==> config.mk <==
export PLATFORM = sky130hd
export DESIGN_NAME = data_stream_rx
export DESIGN_NICKNAME = d
export VERILOG_FILES = /design/src/rtl/data_stream_pkg.sv /design/src/rtl/data_stream_rx_buf.sv /design/src/rtl/data_stream_rx.sv
export SDC_FILE = /design/constraint.sdc
export NUM_CORES = 1
export LEC_CHECK = 0
export ABC_AREA = 1
export ABC_CLOCK_PERIOD_IN_PS = 4200
export CAP_MARGIN = 20
export CORE_ASPECT_RATIO = 1.4
export CORE_MARGIN = 5
export CORE_UTILIZATION = 50
export CTS_CLUSTER_SIZE = 24
export DETAILED_ROUTE_END_ITERATION = 7
export HOLD_SLACK_MARGIN = 0.15
export PLACE_DENSITY_LB_ADDON = 0.25
export SLEW_MARGIN = 25
export SYNTH_ARGS = -nofsm -noshare
export SYNTH_HDL_FRONTEND = slang
export SYNTH_SLANG_ARGS = --single-unit
==> constraint.sdc <==
create_clock -name clk -period 4.2 [get_ports clk]
set_input_delay 1.26 -clock clk [delete_from_list [all_inputs] [get_ports clk]]
set_output_delay 1.26 -clock clk [all_outputs]
set_load 0.05 [all_outputs]
==> src/rtl/data_stream_pkg.sv <==
// Types and constants shared by the data_stream byte-bus source and receiver.
// Frame on the wire: [LEN_HI][LEN_LO][payload x LEN], tlast on the final byte.
package data_stream_pkg;
  localparam int HDR_BYTES = 2;
  localparam int CNT_W     = 16;

  typedef enum logic [2:0] {LEN_HI, LEN_LO, PAYLOAD, DRAIN, DONE} rx_state_t;
endpackage

==> src/rtl/data_stream_rx_buf.sv <==
// Payload buffer: DEPTH x 8, one synchronous write port, one combinational read port.
// Contents are intentionally not reset; out-of-range reads return 0.
module data_stream_rx_buf #(
  parameter int DEPTH  = 64,
  parameter int ADDR_W = 6
) (
  input  logic              clk,
  input  logic              wr_en,
  input  logic [ADDR_W-1:0] wr_addr,
  input  logic [7:0]        wr_data,
  input  logic [ADDR_W-1:0] rd_addr,
  output logic [7:0]        rd_data
);
  logic [7:0] mem [DEPTH];

  always_ff @(posedge clk) begin
    if (wr_en) mem[wr_addr] <= wr_data;
  end

  assign rd_data = (32'(rd_addr) < DEPTH) ? mem[rd_addr] : 8'h00;
endmodule

==> src/rtl/data_stream_rx.sv <==
// Frame receiver: checks [LEN_HI][LEN_LO][payload] against tlast, buffers good payloads.
// frame_valid/frame_cnt rise one cycle after the tlast beat; err_pulse/err_cnt one cycle after a bad beat.
// tready drops while a good frame is held until frame_ack. DATA_STREAM_RX_CHECK_EN adds the EXP_MSG match output.
module data_stream_rx
  import data_stream_pkg::*;
#(
  parameter int MAX_LEN = 64,
  parameter int ADDR_W  = 6
`ifdef DATA_STREAM_RX_CHECK_EN
  ,
  parameter int EXP_LEN = 11,
  parameter logic [8*EXP_LEN-1:0] EXP_MSG = "HELLO WORLD"
`endif
) (
  input  logic              clk,
  input  logic              reset_n,
  input  logic              tvalid,
  output logic              tready,
  input  logic              tlast,
  input  logic [7:0]        char,
  output logic              frame_valid,
  output logic [CNT_W-1:0]  frame_len,
  input  logic              frame_ack,
  input  logic [ADDR_W-1:0] rd_addr,
  output logic [7:0]        rd_data,
  output logic              err_pulse,
  output logic [CNT_W-1:0]  frame_cnt,
  output logic [CNT_W-1:0]  err_cnt
`ifdef DATA_STREAM_RX_CHECK_EN
  ,
  output logic              match
`endif
);
  rx_state_t         state_q, state_d;
  logic [CNT_W-1:0]  len_q, hdr_len;
  logic [ADDR_W-1:0] idx_q;
  logic              rdy_q, beat, at_last, err_now, wr_en, done_entry;
  logic [7:0]        buf_rd;

  assign beat       = tvalid && tready;
  assign hdr_len    = {len_q[CNT_W-1:8], char};
  assign at_last    = (CNT_W'(idx_q) == len_q - CNT_W'(1));
  assign done_entry = (state_d == DONE) && (state_q != DONE);

  always_comb begin
    state_d = state_q;
    err_now = 1'b0;
    wr_en   = 1'b0;
    case (state_q)
      LEN_HI: if (beat) begin
        if (tlast) err_now = 1'b1;
        else       state_d = LEN_LO;
      end
      LEN_LO: if (beat) begin
        if (hdr_len > CNT_W'(MAX_LEN)) begin
          err_now = 1'b1;
          state_d = tlast ? LEN_HI : DRAIN;
        end else if (hdr_len == '0) begin
          err_now = !tlast;
          state_d = tlast ? DONE : DRAIN;
        end else if (tlast) begin
          err_now = 1'b1;
          state_d = LEN_HI;
        end else begin
          state_d = PAYLOAD;
        end
      end
      PAYLOAD: if (beat) begin
        wr_en = 1'b1;
        if (at_last) begin
          err_now = !tlast;
          state_d = tlast ? DONE : DRAIN;
        end else if (tlast) begin
          err_now = 1'b1;
          state_d = LEN_HI;
        end
      end
      DRAIN: if (beat && tlast) state_d = LEN_HI;
      DONE:  if (frame_ack) state_d = LEN_HI;
      default: state_d = LEN_HI;
    endcase
  end

  always_ff @(posedge clk or negedge reset_n) begin
    if (!reset_n) begin
      state_q   <= LEN_HI;
      rdy_q     <= 1'b0;
      len_q     <= '0;
      idx_q     <= '0;
      err_pulse <= 1'b0;
      frame_cnt <= '0;
      err_cnt   <= '0;
    end else begin
      state_q   <= state_d;
      rdy_q     <= 1'b1;
      err_pulse <= err_now;
      if (beat && state_q == LEN_HI) len_q[CNT_W-1:8] <= char;
      if (beat && state_q == LEN_LO) len_q[7:0] <= char;
      if (beat && state_q == LEN_LO) idx_q <= '0;
      else if (wr_en)                idx_q <= idx_q + ADDR_W'(1);
      if (done_entry) frame_cnt <= frame_cnt + CNT_W'(1);
      if (err_now && err_cnt != '1) err_cnt <= err_cnt + CNT_W'(1);
    end
  end

  // rdy_q keeps tready low through the reset cycle even though the state is LEN_HI.
  assign tready      = rdy_q && (state_q != DONE);
  assign frame_valid = (state_q == DONE);
  assign frame_len   = frame_valid ? len_q : '0;
  assign rd_data     = (CNT_W'(rd_addr) < frame_len) ? buf_rd : 8'h00;

  data_stream_rx_buf #(.DEPTH(MAX_LEN), .ADDR_W(ADDR_W)) u_buf (
    .clk     (clk),
    .wr_en   (wr_en),
    .wr_addr (idx_q),
    .wr_data (char),
    .rd_addr (rd_addr),
    .rd_data (buf_rd)
  );

`ifdef DATA_STREAM_RX_CHECK_EN
  logic [CNT_W-1:0] len_cur;
  logic [7:0]       exp_byte;
  logic             exp_hit, byte_ok, chk_ok_q;

  assign len_cur = (state_q == LEN_LO) ? hdr_len : len_q;

  always_comb begin
    exp_byte = 8'h00;
    exp_hit  = 1'b0;
    for (int i = 0; i < EXP_LEN; i++) begin
      if (int'(idx_q) == i) begin
        exp_byte = EXP_MSG[8*(EXP_LEN-1-i) +: 8];
        exp_hit  = 1'b1;
      end
    end
  end

  assign byte_ok = exp_hit && (char == exp_byte);

  // chk_ok_q covers bytes already written; the tlast byte is folded in at DONE entry.
  always_ff @(posedge clk or negedge reset_n) begin
    if (!reset_n) begin
      chk_ok_q <= 1'b1;
      match    <= 1'b0;
    end else begin
      if (beat && state_q == LEN_LO) chk_ok_q <= 1'b1;
      else if (wr_en && !byte_ok)    chk_ok_q <= 1'b0;
      if (done_entry)
        match <= (len_cur == CNT_W'(EXP_LEN)) && ((state_q == LEN_LO) || (chk_ok_q && byte_ok));
      else if (frame_valid && frame_ack)
        match <= 1'b0;
    end
  end
`endif
endmodule

==> images/m3.png <==
(1.5 px per um) Cells faint in the background.
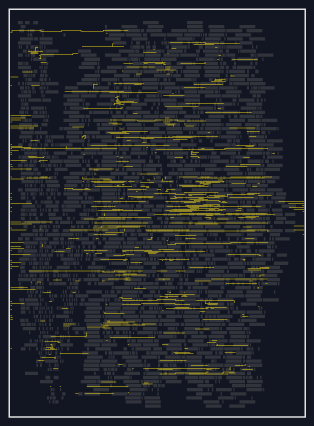
main direction	horizontal
longest straight run	80.0 um

==> images/clock_nets.png <==
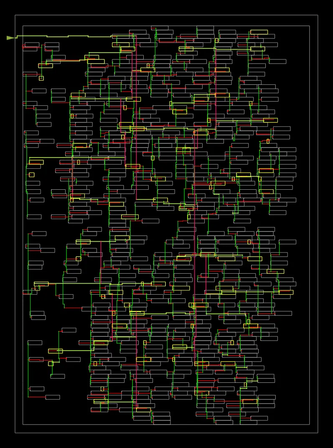
Power Clock: 0.00488 W
clock latency on the worst-skew pair: 0.59 ns
total clock buffers created by CTS: 52
flip-flops: 571

==> CHANGELOG.md <==
## Implementation

* Status: complete, but fails checks
* Failing checks: setup timing
* Top Consumer: sequential cells
* Initial drt markers at 1593
* Post-synth EDFFs at 512
* Layout cells sized above 1 at 0.1936
* Most frequent logic cell in the layout: edfxtp_1
* Yosys chip area at 24300 um^2
* Post-DR wirelength/cell at 23.62 um
* Crit-path slowest cell: or2_2
* Syn Inst Count at 2077
* ANT nets after route at 0
* Share of the clock period used by the worst path at 1.013
* Clock Sinks at 571
* Worst path required time at 2.94 ns
* Syn avg cell area at 11.70 um^2
* Worst hold slack at 0.5091 ns
* Setup_tns at -0.2120 ns
* Hold Crit Depth at 2
* Worst Setup End Kind: primary output
* WP buf/inv at 4
* Reg2reg path depth at 15
* Syn. warnings at 0
* Top cells by count, synth: edfxtp_1 (512), nor2_1 (409), o21ai_0 (278)
* Worst path max stage delay at 0.27 ns
* Area leader share at 0.6327
* Port Buffers at 77
* Setup crit end: rd_data[6]
* Post-Syn Nets at 2107
* Worst slew margin at 0.4272
* Setup Skew at 0.01490 ns
* Largest area contributor in the netlist: edfxtp_1
* Worst r2r dst: frame_cnt[13]
* Ys flop type: edfxtp_1
* Final Worst Setup Slack at -0.05527 ns
* Number of cells in Yosys stat at 2077
* Die height at 270.8 um
* P_int at 0.009863 W
* Area growth, synth to finish at 25.92%
* Cell Area, Synth at 24300 um^2
* Worst hold path class: flip-flop to flip-flop
* Logic pwr share at 0.157
* Final Max Tran Viols at 0
* Sequential share of power at 0.482
* Endpoints failing setup at 6
* Clock share of power at 0.362
* H-tree depth at 2
* Final core occ at 0.6372
* Critical path class: input pin to primary output
* Register area share after synthesis at 0.6935
* P_leak at 10.85 nW
* Post-Layout Cell Count at 2996
* R2r setup slk at 1.14 ns
* Synth cell types at 45
* Hold Vio Cnt, Final at 0
* FILL cells at 3555
* DRC violations left at 0
* Flop+latch power at 0.00651 W
* Root Buffer Master: clkbuf_16
* RR Startpoint: len_q[0]
* Initial antenna violation count at 0
* Drt via density at 5.990
==> images/class_map.png <==
(1.5 px per um)
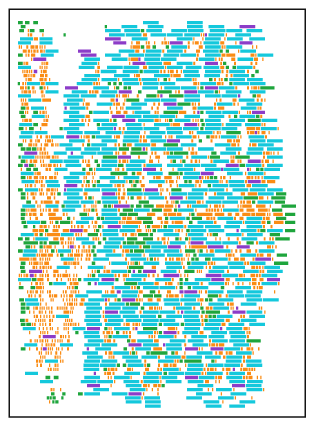
colour	class	cells
purple	clock drivers and dummy loads	96
cyan	sequential cells	571
green	remaining buffers and delay cells	314
orange	remaining logic cells	1385

[stage by stage]
stage          area, um^2  total power, W
6_report            30600         0.01350
5_1_grt             30600         0.01399
4_1_cts             30150         0.01348
3_5_place_dp        27210        0.008478
3_3_place_gp        27210        0.008439
2_1_floorplan       24410        0.007781
[metal layers]
| metal | part of all wire | GRT usage | vias to the layer above |
|---|---|---|---|
| met3 | 0.066 | 0.03895 | 153 |
| li1 | - | - | 8112 |
| met2 | 0.52 | 0.4596 | 784 |
| met5 | 0 | 0 | - |
| met4 | 0.046 | 0.1215 | 0 |
| met1 | 0.37 | 0.3100 | 8897 |
[registers in the layout, summed over array words and instances (netlist names)]
name / count
err_pulse: 1
u_buf.mem: 512
err_cnt: 16
rdy_q: 1
len_q: 16
frame_cnt: 16
state_q: 3
idx_q: 6
[what timing repair did]
item | CTS | global route
setup endpoints to repair | 8 | 8
resized | 121 | 108
hold buffers | 0 | 0
pin swaps | 39 | 72
buffers inserted | 10 | 15
cloned | 19 | 4
[final cells by class]
cell class	instances	area, um^2	area share
Timing Repair Buffer	314	3577	0.1169
Multi-Input combinational cell	1305	7243	0.2367
Tap cell	630	788.3	0.02576
Sequential cell	571	16850	0.5508
Timing Repair inverter	1	30.03	0.0009814
Clock inverter	39	411.6	0.01345
Inverter	79	352.8	0.01153
Clock buffer	57	1341	0.04384
[logic make-up after synthesis]
logic type               Yosys count  share of synthesized area
AND/OR/NAND/NOR                  809                     0.1429
flip-flops                       571                     0.6935
AND-OR/OR-AND                    451                     0.1131
buffers and inverters            201                    0.03280
XOR/XNOR                          33                    0.01189
adder cells (fa/ha/maj)           11                   0.005664
other                              1                  0.0001543
Power and IR drop assume default switching activity.
